[src/rtl/stream_pkg.sv]
// stream_pkg: shared word type, default widths and pointer-width helper for stream FIFOs
package stream_pkg;
  typedef logic [7:0] data_t;
  localparam int DATA_WIDTH_DEF = 8;
  localparam int DEPTH_DEF = 16;
  localparam int AF_MARGIN_DEF = 5;
  function automatic int ptr_w(input int depth);
    return $clog2(depth);
  endfunction
endpackage

[src/rtl/stream_fifo_mem.sv]
// stream_fifo_mem: register-array storage, one write port and one asynchronous read port
module stream_fifo_mem import stream_pkg::*; #(
  parameter int DATA_WIDTH = DATA_WIDTH_DEF,
  parameter int DEPTH = DEPTH_DEF,
  parameter int AW = ptr_w(DEPTH)
) (
  input  logic                  clk,
  input  logic                  we,
  input  logic [AW-1:0]         waddr,
  input  logic [DATA_WIDTH-1:0] wdata,
  input  logic [AW-1:0]         raddr,
  output logic [DATA_WIDTH-1:0] rdata
);
  logic [DATA_WIDTH-1:0] mem_q [DEPTH];
  always_ff @(posedge clk)
    if (we) mem_q[waddr] <= wdata;
  assign rdata = mem_q[raddr];
endmodule

[src/rtl/stream_fifo_fwft.sv]
// stream_fifo_fwft: first-word-fall-through stream FIFO with almost-full and sticky error flags
module stream_fifo_fwft import stream_pkg::*; #(
  parameter int DATA_WIDTH = DATA_WIDTH_DEF,
  parameter int DEPTH = DEPTH_DEF,
  parameter int AF_MARGIN = AF_MARGIN_DEF
) (
  input  logic                     ap_clk,
  input  logic                     ap_rst,
  input  logic [DATA_WIDTH-1:0]    din,
  input  logic                     write,
  output logic                     full_n,
  output logic                     prog_full_n,
  output logic [DATA_WIDTH-1:0]    dout,
  output logic                     empty_n,
  input  logic                     read,
  output logic [$clog2(DEPTH):0]   count,
  output logic                     overflow,
  output logic                     underflow
);
  localparam int PW = ptr_w(DEPTH);
  localparam int CW = PW + 1;
  logic [PW-1:0] wr_ptr_q, wr_ptr_d, rd_ptr_q, rd_ptr_d;
  logic [CW-1:0] count_q, count_d;
  logic ovf_q, ovf_d, unf_q, unf_d, push, pop;
  // flags come from registered count only, so consumers may gate read on empty_n
  assign full_n = count_q != CW'(DEPTH);
  assign empty_n = count_q != '0;
  assign prog_full_n = (CW'(DEPTH) - count_q) > CW'(AF_MARGIN);
  assign count = count_q;
  assign overflow = ovf_q;
  assign underflow = unf_q;
  always_comb begin
    push = write && full_n;
    pop = read && empty_n;
    wr_ptr_d = wr_ptr_q + PW'(push);
    rd_ptr_d = rd_ptr_q + PW'(pop);
    count_d = count_q + CW'(push) - CW'(pop);
    ovf_d = ovf_q || (write && !full_n);
    unf_d = unf_q || (read && !empty_n);
  end
  always_ff @(posedge ap_clk or posedge ap_rst)
    if (ap_rst) begin
      wr_ptr_q <= '0;
      rd_ptr_q <= '0;
      count_q <= '0;
      ovf_q <= 1'b0;
      unf_q <= 1'b0;
    end else begin
      wr_ptr_q <= wr_ptr_d;
      rd_ptr_q <= rd_ptr_d;
      count_q <= count_d;
      ovf_q <= ovf_d;
      unf_q <= unf_d;
    end
  stream_fifo_mem #(.DATA_WIDTH(DATA_WIDTH), .DEPTH(DEPTH), .AW(PW)) u_mem (
    .clk(ap_clk),
    .we(push),
    .waddr(wr_ptr_q),
    .wdata(din),
    .raddr(rd_ptr_q),
    .rdata(dout)
  );
endmodule

[config.mk]
export PLATFORM = sky130hd
export DESIGN_NAME = stream_fifo_fwft
export DESIGN_NICKNAME = d
export VERILOG_FILES = /design/src/rtl/stream_pkg.sv /design/src/rtl/stream_fifo_mem.sv /design/src/rtl/stream_fifo_fwft.sv
export SDC_FILE = /design/constraint.sdc
export NUM_CORES = 1
export LEC_CHECK = 0
export CORE_ASPECT_RATIO = 1.1
export CORE_MARGIN = 4
export CORE_UTILIZATION = 40
export DETAILED_ROUTE_END_ITERATION = 16
export PLACE_DENSITY_LB_ADDON = 0.12
export SKIP_CTS_REPAIR_TIMING = 1
export SYNTH_ARGS = -nofsm -noshare
export SYNTH_HDL_FRONTEND = slang
export SYNTH_SLANG_ARGS = --single-unit
[constraint.sdc]
create_clock -name ap_clk -period 6.2 [get_ports ap_clk]
set_clock_uncertainty 0.15 [all_clocks]
set_input_delay 0.93 -clock ap_clk [delete_from_list [all_inputs] [get_ports ap_clk]]
set_output_delay 0.93 -clock ap_clk [all_outputs]
set_load 0.02 [all_outputs]
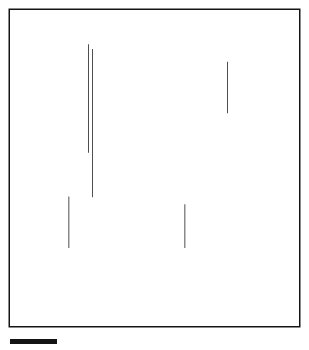
**Above:** run 1 (metal 4).
Scale bar: 20 µm.
2 nets have wire on it. The wires run mostly vertical. The longest straight run is 63.2 µm. The layer carries 171 µm of wire. The layer holds 1.6% of the routed length.
Vias: 2846
final wirelength: 10800 µm

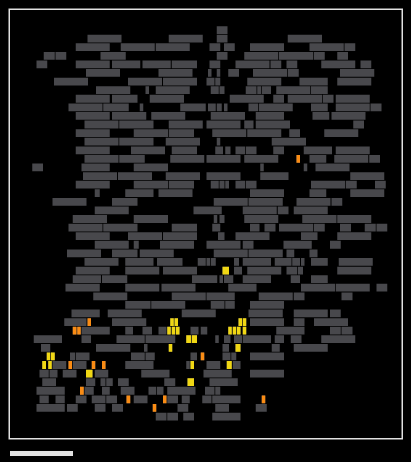
**Above:** run 1 (selected gate families).
Scale bar: 20 µm.
Key: orange = inverters [cells 13]; yellow = NOR gates [cells 24]
most common cell after layout, fill and taps aside: edfxtp_1
Comb/total area: 22.0%

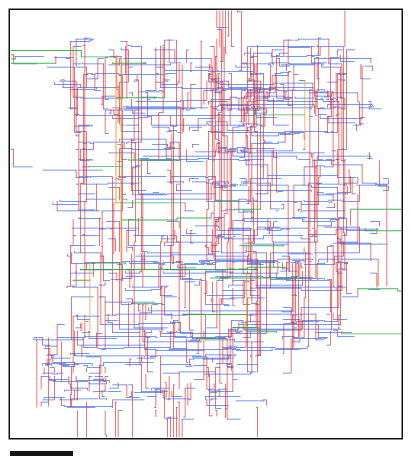
**Above:** run 1 (wiring by layer).
Scale bar: 20 µm.
Key: orange = metal 4 [wire length 171 µm]; red = metal 2 [wire length 5290 µm]; blue = metal 1 [wire length 4900 µm]; green = metal 3 [wire length 431 µm]
Global Route Usage Sum: 14.1%
routed len/inst: 18.9 µm

==> impl_metrics.csv, run 1 <==
group,metric,value,unit
detailed_routing,drc,0,
synthesis,synth.distinct_cells,32,
clock_network,clk_pin_slew,0.05,ns
floorplan,fp_util,40.9,%
pwr,leakage,2.42,nW
place,place_ws,2.20,ns
status,outcome,"finished clean",
synthesis,muxShareOfSynthArea,11.5,%
clock_network,insertion_delay,0.41,ns
finish,utilization,47.7,%
synthesis,async_flop_share,10.5,%
final_timing,rsz0062_at_grt,"no",
detailed_routing,firstDrtPassIters,4,
pwr,clockPowerShare,26.8,%
synthesis,synth-seq-cells,143,
worst_setup_path,crit_buf_inv,2,
worst_setup_path,path_cells,"buf_4 -> mux2i_1 -> a221oi_1 -> o21ai_0 -> nand2_1 -> clkdlybuf4s50_1",
final_timing,fmax,0.229,GHz
place,dpl_cell_area,0.00636,mm²
pwr,comb-power,1.11,mW
finish,seq_share,61.3,%
worst_setup_path,timing.rr.start,"count[1]",
finish,dominant_cells,"sequential cells",
worst_setup_path,endpoint_kind,"output pin",
finish,nonClkBufAreaFrac,4.87,%
synthesis,seq_area_frac_synth,71.3,%
detailed_routing,m1WireLength,4900,µm
final_timing,final.setup.tns,0,ns
synthesis,synth_area,0.00592,mm²
clock_network,cts-root-buf,"clkbuf_16",
global_routing,grt_pass1_wl,17100,µm
synthesis,yosys_area,0.00592,mm²
worst_setup_path,cp_slowest_cell,"dfrtp_2",
floorplan,n_tap_cell,192,
final_timing,final-setup-viol-count,0,
**Run 1: placement view**

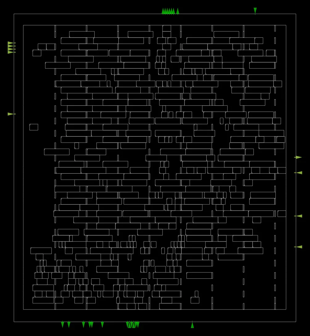

==> run 2, diff against run 1 <==
==> constraint.sdc (replaced) <==
create_clock -name ap_clk -period 4.25 [get_ports ap_clk]
set_clock_uncertainty 0.15 [all_clocks]
set_input_delay 0.6375 -clock ap_clk [delete_from_list [all_inputs] [get_ports ap_clk]]
set_output_delay 0.6375 -clock ap_clk [all_outputs]
set_load 0.02 [all_outputs]
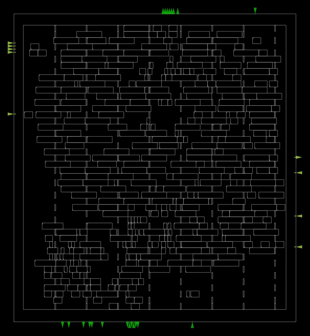
**Above:** run 2 (placement view).
Seq/total area: 60.5%
fillers: 1246

==> run 2 against run 1 <==
Via count is 4.5% higher. Synthesized cell count did not move. Clock power is about 60% higher. Sequential share of layout area shrank 0.73 points. Sequential power grew 42%. Critical path depth down 1. Flip-flop count is the same. Design area up 1.2%. Register-to-register slack got worse by 2.0 ns. Total power increased by 52%. Combinational power up 59%.
==> impl_metrics.csv, run 2 <==
group,metric,value,unit
synthesis,synth_area,0.00592,mm²
detailed_routing,drc,0,
detailed_routing,avgRoutedWirePerCell,20.8,µm
clock_network,cts-root-buf,"clkbuf_16",
floorplan,fp_util,40.9,%
final_timing,fmax,0.271,GHz
synthesis,seq_area_frac_synth,71.3,%
finish,lay_top_count,"edfxtp_1",
worst_setup_path,endpoint_kind,"output pin",
worst_setup_path,crit_buf_inv,2,
detailed_routing,num_vias,2974,
synthesis,synth-seq-cells,143,
synthesis,ys_top_cells_by_count,"128 x edfxtp_1, 32 x mux2i_1, 17 x nor2_1, 16 x mux4_2, 15 x dfrtp_1",
global_routing,grt_pass1_vias,2976,
worst_setup_path,cp_slowest_cell,"dfrtp_2",
detailed_routing,finalWirelength,12000,µm
finish,nonClkBufAreaFrac,5.31,%
synthesis,synth.distinct_cells,32,
pwr,leakage,2.46,nW
synthesis,async_flop_share,10.5,%
global_routing,grt_pass1_wl,18300,µm
finish,fin_cells,576,
pwr,clockPowerShare,28.2,%
synthesis,muxShareOfSynthArea,11.5,%
final_timing,max_slew_margin,33.9,%
detailed_routing,firstDrtPassIters,4,
worst_setup_path,timing.rr.start,"count[1]",
worst_setup_path,path_cells,"buf_4 -> mux4_2 -> a22oi_1 -> nand2_1 -> clkdlybuf4s50_1",
clock_network,clk_pin_slew,0.06,ns
finish,comb_share,21.7,%
finish,dominant_cells,"sequential cells",
detailed_routing,m1WireLength,5500,µm
clock_network,insertion_delay,0.41,ns
synthesis,yosys_area,0.00592,mm²
pwr,comb-power,1.76,mW
finish,logic_area,0.00151,mm²
floorplan,n_tap_cell,192,
clock_network,cts_inserted_buffers,17,
place,place_ws,0.957,ns
final_timing,rsz0062_at_grt,"no",
status,outcome,"finished clean",
global_routing,grt.total_usage,15.5,%
**Run 2: cells coloured by class**

Scale bar: 20 µm. Fill, decap, tap and diode cells in grey.
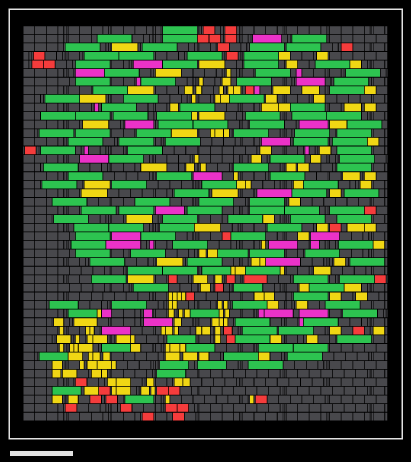

==> run 3, diff against run 2 <==
==> constraint.sdc (replaced) <==
create_clock -name ap_clk -period 4.4 [get_ports ap_clk]
set_clock_uncertainty 0.15 [all_clocks]
set_input_delay 0.66 -clock ap_clk [delete_from_list [all_inputs] [get_ports ap_clk]]
set_output_delay 0.66 -clock ap_clk [all_outputs]
set_load 0.02 [all_outputs]
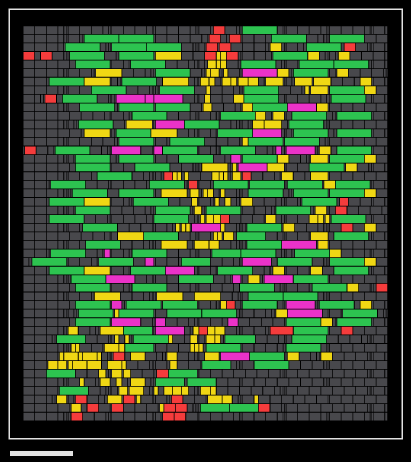
**Above:** run 3 (cells coloured by class).
Scale bar: 20 µm. Fill, decap, tap and diode cells in grey.
Key: yellow = combinational and other logic [cells 171]; magenta = clock drivers and dummy loads [cells 30]; green = flops [cells 143]; red = other buffers and delay cells [cells 37]
core area: 0.0144 mm²
Seq/total area: 60.5%

==> run 3 against run 2 <==
Hold slack better by 0.0077 ns. Wire length rose by 4.7%. Synthesized area unchanged. Synthesized cell count did not move. Critical endpoint is now dout[1]. Count of clock-buffer cells in the layout down 1. Combinational power fell by 5%. Flip-flop count unchanged. Highest routed layer unchanged. Non-clock buffer count fell by 1.
==> impl_metrics.csv, run 3 <==
group,metric,value,unit
detailed_routing,finalWirelength,12500,µm
clock_network,insertion_delay,0.41,ns
pwr,leakage,2.46,nW
finish,logic_area,0.00151,mm²
worst_setup_path,cp_slowest_cell,"and2_1",
place,place_ws,0.960,ns
worst_setup_path,timing.rr.start,"count[1]",
synthesis,async_flop_share,10.5,%
finish,nonClkBufAreaFrac,5.20,%
synthesis,synth_area,0.00592,mm²
synthesis,synth.distinct_cells,32,
final_timing,final.setup.tns,0,ns
synthesis,seq_area_frac_synth,71.3,%
finish,lay_top_count,"edfxtp_1",
detailed_routing,firstDrtPassIters,5,
synthesis,ys_top_cells_by_count,"128 x edfxtp_1, 32 x mux2i_1, 17 x nor2_1, 16 x mux4_2, 15 x dfrtp_1",
synthesis,yosys_area,0.00592,mm²
floorplan,fp_util,40.9,%
finish,n_fill_cell,1199,
final_timing,final-setup-viol-count,0,
finish,utilization,48.3,%
clock_network,cts_inserted_buffers,17,
finish,fin_cells,573,
worst_setup_path,crit_buf_inv,1,
global_routing,grt.total_usage,16.2,%
global_routing,grt_pass1_wl,19200,µm
finish,dominant_cells,"sequential cells",
synthesis,muxShareOfSynthArea,11.5,%
status,outcome,"finished clean",
clock_network,clk_pin_slew,0.06,ns
detailed_routing,m1WireLength,5190,µm
clock_network,cts-root-buf,"clkbuf_16",
Power is estimated from default activity; no workload was simulated.
